### Clock wires, drivers and flops

(4 px per µm)
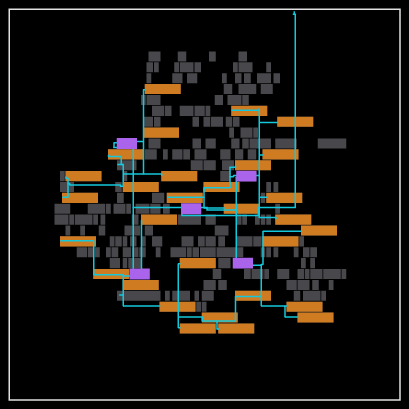
### Floorplan with the power grid

(4 px per µm) Pins as bars on the die edge. Tap cells in gray.
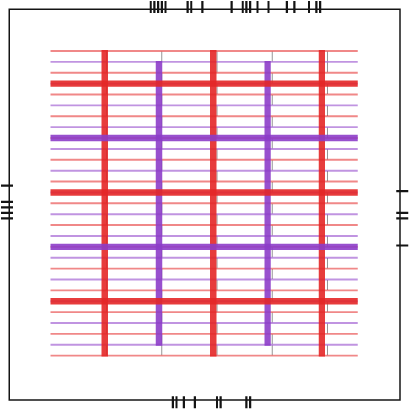
<file path="src/rtl/fir_sample_source.sv">
// fir_sample_source: valid/ready sample transmitter for the FIR filter input.
// After a start it emits a programmed number of ramp or 8-bit LFSR samples.
// An optional run of idle cycles can follow each non-final sample.
// Optional feature macro: FIR_SRC_CKSUM_EN adds the io_sum running checksum port.
module fir_sample_source #(
  parameter int DATA_W  = 8,
  parameter int COUNT_W = 8,
  parameter int GAP_W   = 4
) (
  input  logic               clock,
  input  logic               reset,
  input  logic               io_start,
  input  logic               io_mode,
  input  logic [DATA_W-1:0]  io_seed,
  input  logic [COUNT_W-1:0] io_num_samples,
  input  logic [GAP_W-1:0]   io_gap,
  input  logic               io_ready,
  output logic               io_valid_out,
  output logic [DATA_W-1:0]  io_x,
  output logic               io_busy,
  output logic               io_done
`ifdef FIR_SRC_CKSUM_EN
  ,
  output logic [DATA_W+COUNT_W-1:0] io_sum
`endif
);

  typedef enum logic [1:0] {
    S_IDLE = 2'd0,
    S_SEND = 2'd1,
    S_GAP  = 2'd2,
    S_DONE = 2'd3
  } state_t;

  state_t              r_state;
  state_t              w_state_nxt;
  logic                r_mode;
  logic [GAP_W-1:0]    r_gap_len;
  logic [GAP_W-1:0]    r_gap_cnt;
  logic [COUNT_W-1:0]  r_remain;
  logic [DATA_W-1:0]   r_x;
  logic                r_valid;
  logic                r_busy;
  logic                r_done;
  logic                w_accept;
  logic                w_xfer;
  logic                w_last;

  // First sample of a run: the seed for ramp mode, the fixed-up 8-bit seed for LFSR mode.
  function automatic logic [DATA_W-1:0] f_first_x(input logic mode, input logic [DATA_W-1:0] seed);
    logic [DATA_W-1:0] v;
    v = '0;
    if (mode) begin
      if (seed[7:0] == 8'h00) begin
        v[7:0] = 8'h01;          // all-zero is the LFSR lock-up state
      end else begin
        v[7:0] = seed[7:0];
      end
    end else begin
      v = seed;
    end
    return v;
  endfunction

  // Successor sample: ramp increments with wrap; LFSR x^8+x^6+x^5+x^4+1 on the low byte.
  function automatic logic [DATA_W-1:0] f_next_x(input logic mode, input logic [DATA_W-1:0] x);
    logic [DATA_W-1:0] v;
    v = '0;
    if (mode) begin
      v[7:0] = {x[6:0], x[7] ^ x[5] ^ x[4] ^ x[3]};
    end else begin
      v = x + DATA_W'(1);
    end
    return v;
  endfunction

  // State register.
  always_ff @(posedge clock or negedge reset) begin
    if (!reset) begin
      r_state <= S_IDLE;
    end else begin
      r_state <= w_state_nxt;
    end
  end

  // Next-state logic and transfer strobes.
  always_comb begin
    w_state_nxt = r_state;
    w_accept    = 1'b0;
    w_xfer      = 1'b0;
    w_last      = 1'b0;
    case (r_state)
      S_IDLE: begin
        if (io_start) begin
          w_accept = 1'b1;
          if (io_num_samples != '0) begin
            w_state_nxt = S_SEND;
          end else begin
            w_state_nxt = S_DONE;
          end
        end else begin
          w_state_nxt = S_IDLE;
        end
      end
      S_SEND: begin
        // valid is always high in SEND, so a transfer is just ready
        w_xfer = io_ready;
        w_last = io_ready && (r_remain == COUNT_W'(1));
        if (io_ready) begin
          if (r_remain == COUNT_W'(1)) begin
            w_state_nxt = S_DONE;
          end else if (r_gap_len != '0) begin
            w_state_nxt = S_GAP;
          end else begin
            w_state_nxt = S_SEND;
          end
        end else begin
          w_state_nxt = S_SEND;
        end
      end
      S_GAP: begin
        if (r_gap_cnt == GAP_W'(1)) begin
          w_state_nxt = S_SEND;
        end else begin
          w_state_nxt = S_GAP;
        end
      end
      S_DONE: begin
        w_state_nxt = S_IDLE;
      end
      default: begin
        w_state_nxt = S_IDLE;
      end
    endcase
  end

  // Run parameters, remaining count, gap counter and current sample.
  always_ff @(posedge clock or negedge reset) begin
    if (!reset) begin
      r_mode    <= 1'b0;
      r_gap_len <= '0;
      r_gap_cnt <= '0;
      r_remain  <= '0;
      r_x       <= '0;
    end else begin
      if (w_accept) begin
        r_mode    <= io_mode;
        r_gap_len <= io_gap;
        r_remain  <= io_num_samples;
        if (io_num_samples != '0) begin
          r_x <= f_first_x(io_mode, io_seed);
        end
      end else if (w_xfer) begin
        r_remain <= r_remain - COUNT_W'(1);
        r_x      <= f_next_x(r_mode, r_x);
      end
      if (w_xfer && !w_last) begin
        r_gap_cnt <= r_gap_len;
      end else if (r_state == S_GAP) begin
        r_gap_cnt <= r_gap_cnt - GAP_W'(1);
      end
    end
  end

  // Status outputs registered from the next state so they line up with r_state.
  always_ff @(posedge clock or negedge reset) begin
    if (!reset) begin
      r_valid <= 1'b0;
      r_busy  <= 1'b0;
      r_done  <= 1'b0;
    end else begin
      r_valid <= (w_state_nxt == S_SEND);
      r_busy  <= (w_state_nxt == S_SEND) || (w_state_nxt == S_GAP);
      r_done  <= (w_state_nxt == S_DONE);
    end
  end

  assign io_valid_out = r_valid;
  assign io_busy      = r_busy;
  assign io_done      = r_done;
  assign io_x         = r_x;

`ifdef FIR_SRC_CKSUM_EN
  logic [DATA_W+COUNT_W-1:0] r_sum;

  // Running sum of transferred samples; wide enough for a full-length run.
  always_ff @(posedge clock or negedge reset) begin
    if (!reset) begin
      r_sum <= '0;
    end else if (w_accept) begin
      r_sum <= '0;
    end else if (w_xfer) begin
      r_sum <= r_sum + {{COUNT_W{1'b0}}, r_x};
    end
  end

  assign io_sum = r_sum;
`endif

endmodule
</file>
<file path="config.mk">
export PLATFORM = sky130hd
export DESIGN_NAME = fir_sample_source
export DESIGN_NICKNAME = d
export VERILOG_FILES = /design/src/rtl/fir_sample_source.sv
export SDC_FILE = /design/constraint.sdc
export NUM_CORES = 1
export LEC_CHECK = 0
export CAP_MARGIN = 30
export CORE_MARGIN = 10
export CORE_UTILIZATION = 31
export DETAILED_ROUTE_END_ITERATION = 7
export DONT_BUFFER_PORTS = 1
export PLACE_DENSITY = 0.54
export REMOVE_ABC_BUFFERS = 1
export SETUP_SLACK_MARGIN = 0.02
export SYNTH_ARGS = -nofsm -noshare
export SYNTH_HDL_FRONTEND = slang
export SYNTH_SLANG_ARGS = --single-unit
</file>
<file path="constraint.sdc">
create_clock -name clock -period 2.6 [get_ports clock]
set_input_delay 0.52 -clock clock [delete_from_list [all_inputs] [get_ports clock]]
set_output_delay 0.52 -clock clock [all_outputs]
set_load 0.02 [all_outputs]
</file>
==> flow_summary.json <==
{
  "cp.required_ns": 2.78,
  "synth.area.mux_share_pct": 3.78,
  "setup_tns_ns": 0,
  "status": "finished clean",
  "common_cells": "dfrtp_1, nand2_1, nor2_1, o21ai_0, a21oi_1",
  "pwr-share-clk_pct": 18.4,
  "initCoreUtil_pct": 31.7,
  "clockRootBuffer": "clkbuf_8",
  "setup_viol": 0,
  "synth-seq-cells": 30,
  "fin_crit_ns": 1.98,
  "synth_cells": 204,
  "synth_cell_types": 52,
  "use_met3_pct": 2.20,
  "final_cell_area_mm2": 0.00204,
  "grt_pass1_wl_um": 7870,
  "critPathTopFamily": "simple AND/OR/NAND/NOR gates",
  "post-route-period-util_pct": 76.1,
  "crit_path_cell_trace": "or3b_2 -> o32ai_1 -> a21oi_1 -> ha_1 -> inv_1",
  "cp_max_fo": 12,
  "synth.most_common_cell": "dfrtp_1",
  "crit_path_end_kind": "register",
  "rr_startpoint": "r_state[1]$_DFF_PN0_",
  "grt_pass1_vias": 1461,
  "logic_family": "simple AND/OR/NAND/NOR gates",
  "post_drt_wl_per_cell_um": 16.9,
  "crit_path_start_kind": "register",
  "max-cap-violations": 0,
  "cts_tree": "built",
  "top_usage_layer": "met2",
  "met3_length_um": 156,
  "sh_seq_area_pct": 36.9,
  "p_sw_mw": 1.13,
  "antenna_found_initial": 0,
  "hp-class": "input port to async pin",
  "worst_pin_slew_ns": 0.510,
  "tool_warnings": 27,
  "mostFrequentLayoutCells": "dfrtp_1, nand2_1, o21ai_0, nor2_1, a21oi_1",
  "ff_type": "dfrtp_1",
  "cts.path.max_buffers": 2,
  "fillCellCount": 586,
  "p_sw_share_pct": 43.0,
  "cpPeakStageDelay_ns": 0.65,
  "met2_usage_pct": 16.0,
  "ff2ff_path_depth": 5,
  "yosys-top-cells-area": "dfrtp_1, nand2_1, ha_1",
  "place_congestion": 0.781,
  "port_buffers": 0,
  "dp_hpwl_um": 3440,
  "nWellTaps": 75,
  "clkbuf_count": 6,
  "synthAoiAreaFrac_pct": 21.2,
  "grt_max_degree": 31,
  "final_util_pct": 34.8,
  "cts_resized": 0,
  "grt_setup_unrepaired": "no",
  "reg2reg_slack_ns": 0.62,
  "pwr-share-seq_pct": 42.1,
  "syn_to_final_growth_pct": 9.93,
  "place_worst_setup_slack_ns": 0.633,
  "max_freq_mhz": 505,
  "finalClockSkew_ns": 0.00671,
  "comb_power_share_pct": 39.5,
  "comb-power_mw": 1.03,
  "ys_cells": 204,
  "final-max-slew-violation-count": 0,
  "antenna_cells": 0,
  "placed_area_mm2": 0.00190,
  "drive_gt1_share_pct": 8.91,
  "postSynthSeqShare_pct": 40.5,
  "antenna_left": 0,
  "clk_pin_slew_ns": 0.06,
  "buffers": 2,
  "track_usage_pct": 10.2,
  "n_all_inverters": 11,
  "critical_path.slowest_cell": "or3b_2",
  "drc": 0,
  "cts_setup_buffers": 0,
  "synth-edff-count": 0,
  "seq_power_mw": 1.10,
  "critPathArrivalTime_ns": 2.16,
  "syn_area_mm2": 0.00185,
  "top_cell_area_share_pct": 40.5,
  "yosys.area_share.xor_xnor_pct": 3.31,
  "cts_buffers": 5,
  "post-place-cells": 269,
  "core_area_mm2": 0.00585,
  "routed_wl_um": 4690,
  "largest_class": "logic gates",
  "hold_viol_final": 0,
  "signal_buffer_area_fraction_pct": 1.35,
  "setup_ws_ns": 0.621,
  "startpoint": "r_state[1]$_DFF_PN0_",
  "critical_path_depth": 5,
  "drt_iter0_markers": 135,
  "final-clk-cell-share_pct": 5.53,
  "p_leak_nw": 0.873,
  "drt_pass1_iterations": 4,
  "via_per_inst": 5.40,
  "yosys_warnings": 0,
  "path_class": "register to register",
  "synth-simple-area-share_pct": 22.2,
  "io_pins": 36,
  "final_common_cell": "dfrtp_1",
  "synth_area_leader_cell": "dfrtp_1",
  "pwr_density_cell_mw_per_mm2": 1280,
  "critPathBufInv": 1,
  "clkSinkCount": 30,
  "slew_headroom_pct": 66.0,
  "synth_chip_area_mm2": 0.00185,
  "syn_avg_cell_area_um2": 9.08,
  "die_area_mm2": 0.00947,
  "crit_end": "io_busy$_DFF_PN0_",
  "hold_ws_ns": 0.0505,
  "wl_met2_um": 2270,
  "fin_cells": 277,
  "worstSkewPairLatency_ns": 0.28,
  "top_layer_used": "met4",
  "comb_area_mm2": 0.00101,
  "rows": 28,
  "final_nets": 233,
  "power.total_mw": 2.61,
  "seq_cells": 30,
  "power-top-group": "registers",
  "cts_hold_buffers": 1,
  "comb_share_pct": 49.6,
  "powerClk_mw": 0.481,
  "h-tree-depth": 2
}
Back to the opening pictures, 'Clock wires, drivers and flops':
Cyan marks clock wires, length 478 µm. Orange marks flip-flops, count 30. Purple marks clock-net drivers, count 5.
There are 6 routed clock nets.

Back to the opening pictures, 'Floorplan with the power grid':
Purple marks VDD. Red marks VSS.
5 straps on met5. 29 met1 rails follow the rows. 5 straps on met4.
vertical die size: 97.3 µm
die width: 97.3 µm
VDD IR max: 395 µV

Power figures rest on the tool's default switching activity, not on a simulated workload.
